===== config.mk =====
export PLATFORM = sky130hd
export DESIGN_NAME = tdc_delay_line_channel_flat
export DESIGN_NICKNAME = d
export VERILOG_FILES = /design/src/rtl/tdc_delay_line_channel_if.sv /design/src/rtl/tdc_delay_line_channel.sv /design/src/flat_wrapper.sv
export SDC_FILE = /design/constraint.sdc
export NUM_CORES = 1
export LEC_CHECK = 0
export CAP_MARGIN = 20
export CORE_UTILIZATION = 35
export CTS_CLUSTER_DIAMETER = 40
export DETAILED_ROUTE_END_ITERATION = 10
export GPL_TIMING_DRIVEN = 1
export PLACE_DENSITY = 0.52
export SLEW_MARGIN = 20
export SYNTH_ARGS = -nofsm -noshare
export SYNTH_HDL_FRONTEND = slang
export SYNTH_SLANG_ARGS = --single-unit

===== constraint.sdc =====
create_clock -name clk -period 18.1 [get_ports clk]
set_input_delay 3.62 -clock clk [delete_from_list [all_inputs] [get_ports clk]]
set_output_delay 3.62 -clock clk [all_outputs]
set_load 0.005 [all_outputs]

===== src/rtl/tdc_delay_line_channel_if.sv =====
// Timestamp readout interface of tdc_delay_line_channel.
// The channel is the master: it presents the FIFO head and the drop counter.
// The readout logic is the slave: it returns ts_ready.
interface tdc_delay_line_channel_if #(
   parameter int COARSE_W = 24,
   parameter int FW       = 7
);
   logic                ts_valid;
   logic                ts_ready;
   logic [COARSE_W-1:0] ts_coarse;
   logic [FW-1:0]       ts_fine;
   logic [7:0]          drop_count;

   modport master (
      output ts_valid,
      output ts_coarse,
      output ts_fine,
      output drop_count,
      input  ts_ready
   );

   modport slave (
      input  ts_valid,
      input  ts_coarse,
      input  ts_fine,
      input  drop_count,
      output ts_ready
   );
endinterface


===== src/rtl/tdc_delay_line_channel.sv =====
// Single-channel tapped-delay-line TDC.
//
// Data path:
//   hit -> carry-in cell -> TAPS carry cells -> tap FFs (S1) -> S2
//   -> [optional majority bubble filter] -> edge detect and encode
//   -> timestamp FIFO.
//
// A free-running coarse counter is delayed through the same number of
// stages as the thermometer code. Each timestamp therefore carries the
// counter value of the cycle in which the edge entered tap 0.
//
// Build option: defining TDC_BUBBLE_FILTER_EN inserts one registered
// majority-of-three stage between S2 and the detector. This adds one cycle
// of latency and one cycle of coarse delay.
//
// The three small wrapper modules below are the carry-in, carry-cell and
// capture-FF primitives of the delay line. For a Cyclone V build they are
// the points where the vendor LCELL carry/FF cells are substituted. The
// keep attributes stop synthesis from collapsing the chain into a single
// wire.

// Carry-in cell: launches the hit onto the chain.
module tdc_carry_in (
   input  logic din,
   output logic cout
);
   assign cout = din;
endmodule

// One full-adder carry cell. With a=0, b=1 it propagates cin to cout and
// presents ~cin on its sum output.
module tdc_carry_cell (
   input  logic a,
   input  logic b,
   input  logic cin,
   output logic sum,
   output logic cout
);
   assign sum  = a ^ b ^ cin;
   assign cout = (a & b) | (cin & (a ^ b));
endmodule

// Capture flop behind each tap.
module tdc_tap_ff (
   input  logic clk,
   input  logic rst,
   input  logic d,
   output logic q
);
   // Sample the tap on every clock edge; clear on reset.
   // NOTE: clocked state always uses non-blocking (<=) so every flop samples
   // pre-edge values, independent of process evaluation order.
   always_ff @(posedge clk or posedge rst) begin
      if (rst) q <= 1'b0;
      else     q <= d;
   end
endmodule

module tdc_delay_line_channel #(
   parameter  int TAPS     = 64,
   parameter  int COARSE_W = 24,
   parameter  int DEPTH    = 8,
   localparam int FW       = $clog2(TAPS + 1),
   localparam int AW       = $clog2(DEPTH)
) (
   input  logic clk,
   input  logic rst,
   input  logic hit,
   input  logic enable,
   tdc_delay_line_channel_if.master ts
);

   localparam logic [AW:0]       PTR_ONE = (AW + 1)'(1);
   localparam logic [COARSE_W-1:0] CNT_ONE = COARSE_W'(1);

   typedef struct packed {
      logic [COARSE_W-1:0] coarse;
      logic [FW-1:0]       fine;
   } ts_entry_t;

   // ------------------------------------------------------------------
   // Delay line and first capture stage (S1)
   // ------------------------------------------------------------------
   (* keep *) logic [TAPS:0]   carry;
   (* keep *) logic [TAPS-1:0] chain_sum;
   logic [TAPS-1:0]            line_taps;
   logic [TAPS-1:0]            s1;
   logic                       chain_unused;

   tdc_carry_in u_carry_in (
      .din  (hit),
      .cout (carry[0])
   );

   for (genvar i = 0; i < TAPS; i++) begin : g_chain
      tdc_carry_cell u_cell (
         .a    (1'b0),
         .b    (1'b1),
         .cin  (carry[i]),
         .sum  (chain_sum[i]),
         .cout (carry[i+1])
      );

      tdc_tap_ff u_ff (
         .clk (clk),
         .rst (rst),
         .d   (line_taps[i]),
         .q   (s1[i])
      );
   end

   // The sum of a propagating cell is the inverse of its carry-in. Inverting
   // restores a thermometer code: a 1 means the hit has passed that tap.
   assign line_taps = ~chain_sum;

   // The terminal carry of the last cell has no consumer.
   assign chain_unused = carry[TAPS];

   // ------------------------------------------------------------------
   // Metastability stage (S2) and coarse time base
   // ------------------------------------------------------------------
   logic [TAPS-1:0]     s2;
   logic [COARSE_W-1:0] coarse_cnt;
   logic [COARSE_W-1:0] coarse_s1;
   logic [COARSE_W-1:0] coarse_s2;

   // Re-sample S1 and advance the free-running counter. The coarse copies
   // travel in lock-step with S1/S2 so each one names its capture cycle.
   always_ff @(posedge clk or posedge rst) begin
      if (rst) begin
         s2         <= '0;
         coarse_cnt <= '0;
         coarse_s1  <= '0;
         coarse_s2  <= '0;
      end else begin
         s2         <= s1;
         coarse_cnt <= coarse_cnt + CNT_ONE;
         coarse_s1  <= coarse_cnt;
         coarse_s2  <= coarse_s1;
      end
   end

   // ------------------------------------------------------------------
   // Optional bubble filter
   // ------------------------------------------------------------------
   logic [TAPS-1:0]     det_vec;
   logic [COARSE_W-1:0] det_coarse;

`ifdef TDC_BUBBLE_FILTER_EN
   logic [TAPS+1:0]     s2_pad;
   logic [TAPS-1:0]     s3;
   logic [COARSE_W-1:0] coarse_s3;

   // Pad the ends: a virtual tap below tap 0 reads 1 and a virtual tap
   // above the top reads 0, so the ends of the code are not eroded.
   assign s2_pad = {1'b0, s2, 1'b1};

   // Majority of each tap and its two neighbours removes single-tap bubbles.
   always_ff @(posedge clk or posedge rst) begin
      if (rst) begin
         s3        <= '0;
         coarse_s3 <= '0;
      end else begin
         for (int i = 0; i < TAPS; i++) begin
            s3[i] <= (s2_pad[i]   & s2_pad[i+1]) |
                     (s2_pad[i]   & s2_pad[i+2]) |
                     (s2_pad[i+1] & s2_pad[i+2]);
         end
         coarse_s3 <= coarse_s2;
      end
   end

   assign det_vec    = s3;
   assign det_coarse = coarse_s3;
`else
   assign det_vec    = s2;
   assign det_coarse = coarse_s2;
`endif

   // ------------------------------------------------------------------
   // Edge detect and fine encode
   // ------------------------------------------------------------------
   logic          det_prev;
   logic          evt;
   logic [FW-1:0] fine_code;

   // Remember tap 0 of the previous cycle. A new event needs tap 0 to fall
   // back to 0 first (rearm).
   always_ff @(posedge clk or posedge rst) begin
      if (rst) det_prev <= 1'b0;
      else     det_prev <= det_vec[0];
   end

   // Rising edge on tap 0. enable only gates at this point: samples already
   // past this stage are still pushed.
   assign evt = det_vec[0] & ~det_prev & enable;

   // Fine code = number of taps traversed = index+1 of the highest set tap.
   // NOTE: the default assignment before the loop keeps this purely
   // combinational; without it a path that sets nothing would infer a latch.
   always_comb begin
      fine_code = '0;
      for (int i = 0; i < TAPS; i++) begin
         if (det_vec[i]) fine_code = FW'(i + 1);
      end
   end

   // ------------------------------------------------------------------
   // Timestamp FIFO and drop counter
   // ------------------------------------------------------------------
   ts_entry_t  mem [DEPTH];
   logic [AW:0] wr_ptr;
   logic [AW:0] rd_ptr;
   logic [7:0]  drop_cnt;
   logic        fifo_empty;
   logic        fifo_full;
   logic        do_pop;
   logic        do_push;
   logic        do_drop;
   ts_entry_t   head;

   // The pointers carry one extra wrap bit, so full and empty can be told
   // apart without a separate occupancy counter.
   assign fifo_empty = (wr_ptr == rd_ptr);
   assign fifo_full  = (wr_ptr[AW] != rd_ptr[AW]) &&
                       (wr_ptr[AW-1:0] == rd_ptr[AW-1:0]);

   // A pop in the same cycle frees the slot that a push into a full FIFO
   // needs.
   assign do_pop  = ~fifo_empty & ts.ts_ready;
   assign do_push = evt & (~fifo_full | do_pop);
   assign do_drop = evt & fifo_full & ~do_pop;

   // Storage for queued timestamps.
   // NOTE: the array is cleared on reset on purpose. It is only DEPTH
   // entries, and clearing it makes the head outputs read 0 after reset
   // instead of X.
   always_ff @(posedge clk or posedge rst) begin
      if (rst) begin
         for (int i = 0; i < DEPTH; i++) mem[i] <= '0;
      end else if (do_push) begin
         mem[wr_ptr[AW-1:0]] <= '{coarse: det_coarse, fine: fine_code};
      end
   end

   // Advance the read and write pointers on pop and push.
   always_ff @(posedge clk or posedge rst) begin
      if (rst) begin
         wr_ptr <= '0;
         rd_ptr <= '0;
      end else begin
         if (do_push) wr_ptr <= wr_ptr + PTR_ONE;
         if (do_pop)  rd_ptr <= rd_ptr + PTR_ONE;
      end
   end

   // Count events lost to a full FIFO; saturate at 255.
   always_ff @(posedge clk or posedge rst) begin
      if (rst)                            drop_cnt <= '0;
      else if (do_drop && drop_cnt != '1) drop_cnt <= drop_cnt + 8'd1;
   end

   assign head          = mem[rd_ptr[AW-1:0]];
   assign ts.ts_valid   = ~fifo_empty;
   assign ts.ts_coarse  = head.coarse;
   assign ts.ts_fine    = head.fine;
   assign ts.drop_count = drop_cnt;

endmodule


===== src/flat_wrapper.sv =====
// flat-port wrapper written by rule: the top's interface ports become plain ports
module tdc_delay_line_channel_flat 
#(
   parameter  int TAPS     = 64,
   parameter  int COARSE_W = 24,
   parameter  int DEPTH    = 8,
   localparam int FW       = $clog2(TAPS + 1),
   localparam int AW       = $clog2(DEPTH)
)
  (clk, rst, hit, enable, ts_ts_valid, ts_ts_coarse, ts_ts_fine, ts_drop_count, ts_ts_ready);
  tdc_delay_line_channel_if #(.COARSE_W(COARSE_W), .FW(($clog2(TAPS + 1)))) ts_i ();
  input  logic clk;
  input  logic rst;
  input  logic hit;
  input  logic enable;
  output wire logic [$bits(ts_i.ts_valid)-1:0] ts_ts_valid;
  output wire logic [$bits(ts_i.ts_coarse)-1:0] ts_ts_coarse;
  output wire logic [$bits(ts_i.ts_fine)-1:0] ts_ts_fine;
  output wire logic [$bits(ts_i.drop_count)-1:0] ts_drop_count;
  input wire logic [$bits(ts_i.ts_ready)-1:0] ts_ts_ready;
  assign ts_ts_valid = ts_i.ts_valid;
  assign ts_ts_coarse = ts_i.ts_coarse;
  assign ts_ts_fine = ts_i.ts_fine;
  assign ts_drop_count = ts_i.drop_count;
  assign ts_i.ts_ready = ts_ts_ready;
  tdc_delay_line_channel #(.TAPS(TAPS), .COARSE_W(COARSE_W), .DEPTH(DEPTH)) u_core (.clk(clk), .rst(rst), .hit(hit), .enable(enable), .ts(ts_i));
endmodule

==> reports/results.ini <==
[place]
dp_hpwl_um = 16200
port-buffer-count = 38
placement.setup.worst_slack_ns = 11.53

[finish]
layout.buffer.nonclock.area_share_pct = 3.61
multi_input_combinational_area_share_pct = 30.9
seq_cells = 291
layout_top_cells = sky130_fd_sc_hd__dfrtp_1 (288), sky130_fd_sc_hd__a22o_1 (96), sky130_fd_sc_hd__o2bb2ai_1 (96)
antenna_cells_inserted = 0
seqAreaFraction_pct = 51.7
area_dominant_class = registers
num-clock-buffers = 53
final_cells = 1325
fillerInstances = 3035
post_route_cells_drive_above_1_share_pct = 20.4
layout.area.seq_mm2 = 0.00729
layout.cell_area.non_filler_mm2 = 0.0141
logic_area_mm2 = 0.00436
area.growth.synth_to_final_pct = 17.8

[power]
clock_power_share_pct = 39.6
cellLeakagePower_nw = 6.17
power.ir.vdd_worst_mv = 0.0790
power_per_cell_area_mw_per_mm2 = 139
internal-power_w = 0.00139
power.combinational.total_w = 0.000409
totalPowerFinal_w = 0.00196

[critical_path]
type_of_destination_of_the_critical_path = output pin
crit_path_start = u_core.rd_ptr[0]
critical_path.max_stage_delay_ns = 0.61
cp_cell_instances = buf_6, mux4_2, mux2_2, clkdlybuf4s50_1
critical_path_startpoint_category = flip-flop
worstSetupEndpoint = ts_ts_coarse[13]
reg2reg_slack_ns = 14.50
timing.critical_path.arrival_ns = 3.05
critical_path_start_end_classification = flip-flop to output pin

[worst_hold_path]
min-delay-start = u_core.coarse_s1[0]
worst_hold_path_type = flip-flop to flip-flop

[clocking]
max-clock-path-buffers = 3
tritoncts = yes
numCtsBuffers = 41
clock_sinks = 291
cts_setup_buffers = 0
htree_levels = 2
clockRootBuffer = sky130_fd_sc_hd__clkbuf_16

[run]
warning_count = 30
cap_violations = 0

[routing]
ant_nets = 0
top_signal_layer_used = met4
detail_route.drc_violations = 0
totalWireLength_um = 29400

[grt]
grt.busiest_layer = met2
met3_usage_pct = 2.78
groute.layer.met2.usage_pct = 28.8
globalRouteTotalUtil_pct = 17.6
pin_count_of_the_biggest_net_entering_global_routing = 184

[die]
fp.dieH_um = 187
num_tap_cells = 448
io_pins = 45
chip_area_mm2 = 0.0349

[final_timing]
period_needed_ns = 6.67
tightest_slew_ns = 1.01
report.final.setup_viol = 0
final-hold-violation-count = 0

[synth]
syn_std_cell_area_mm2 = 0.0120
ys_warn_count = 0

[status]
status = finished clean

## worst max-delay path: cells and delay by family, from the launching register on
family                 cells  cell delay [ns]
DFF                        1             0.49
buffers and inverters      2             1.07
muxes                      2             0.93
## state kept, by name (all words and copies together), names as in the netlist
register               count
u_core.mem               200
u_core.coarse_cnt         24
u_core.coarse_s1          24
u_core.coarse_s2          24
u_core.ts.drop_count       8
u_core.rd_ptr              4
u_core.wr_ptr              4
u_core.det_prev            1
u_core.det_vec             1
u_core.g_chain.u_ff.q      1
## stage by stage
| step | hold WS [ns] | utilization (%) |
|---|---|---|
| finish | 0.346 | 41.9 |
| global route | 0.351 | 41.9 |
| CTS | 0.346 | 41.9 |
| detailed placement | 0.335 | 37.9 |
| global placement | 0.331 | 37.9 |
| floorplan | 0.331 | - |
Fig. 1: metal 1
The bar under the picture is 50 um long. Cells faint in the background.
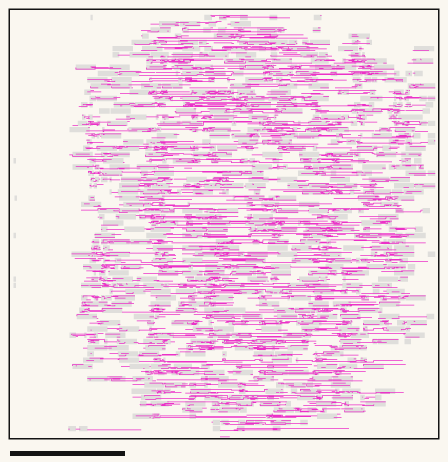
The wires run mostly horizontal. The longest straight run is 48.8 um. The layer carries 13500 um of wire. The layer holds 46% of the routed length.

Fig. 2: met2 routing
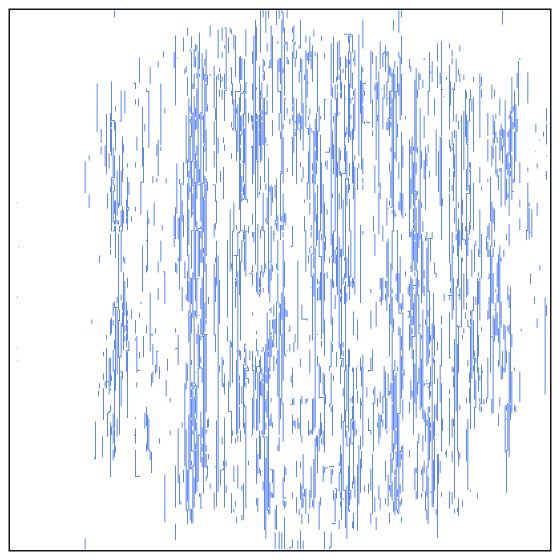
The longest straight run is 84.7 um. The layer carries 14300 um of wire. The layer holds 48% of the routed length. 757 nets have wire on it.

Fig. 3: met3 routing
The bar under the picture is 50 um long.
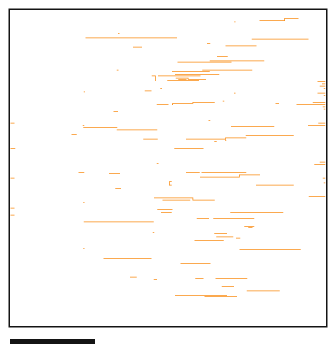
The layer carries 1160 um of wire. The longest straight run is 53.8 um.

Fig. 4: the metal 4 layer
The bar under the picture is 50 um long.
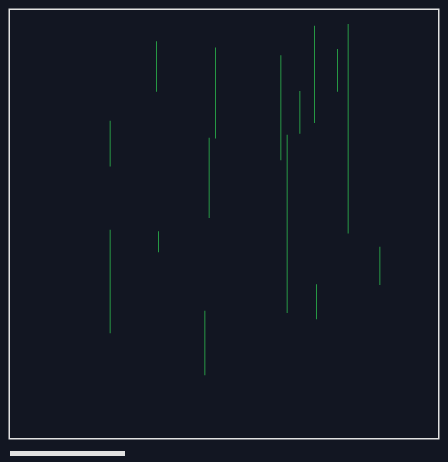
The wires run mostly vertical. The layer holds 1.8% of the routed length. 9 nets have wire on it. The longest straight run is 91.1 um.

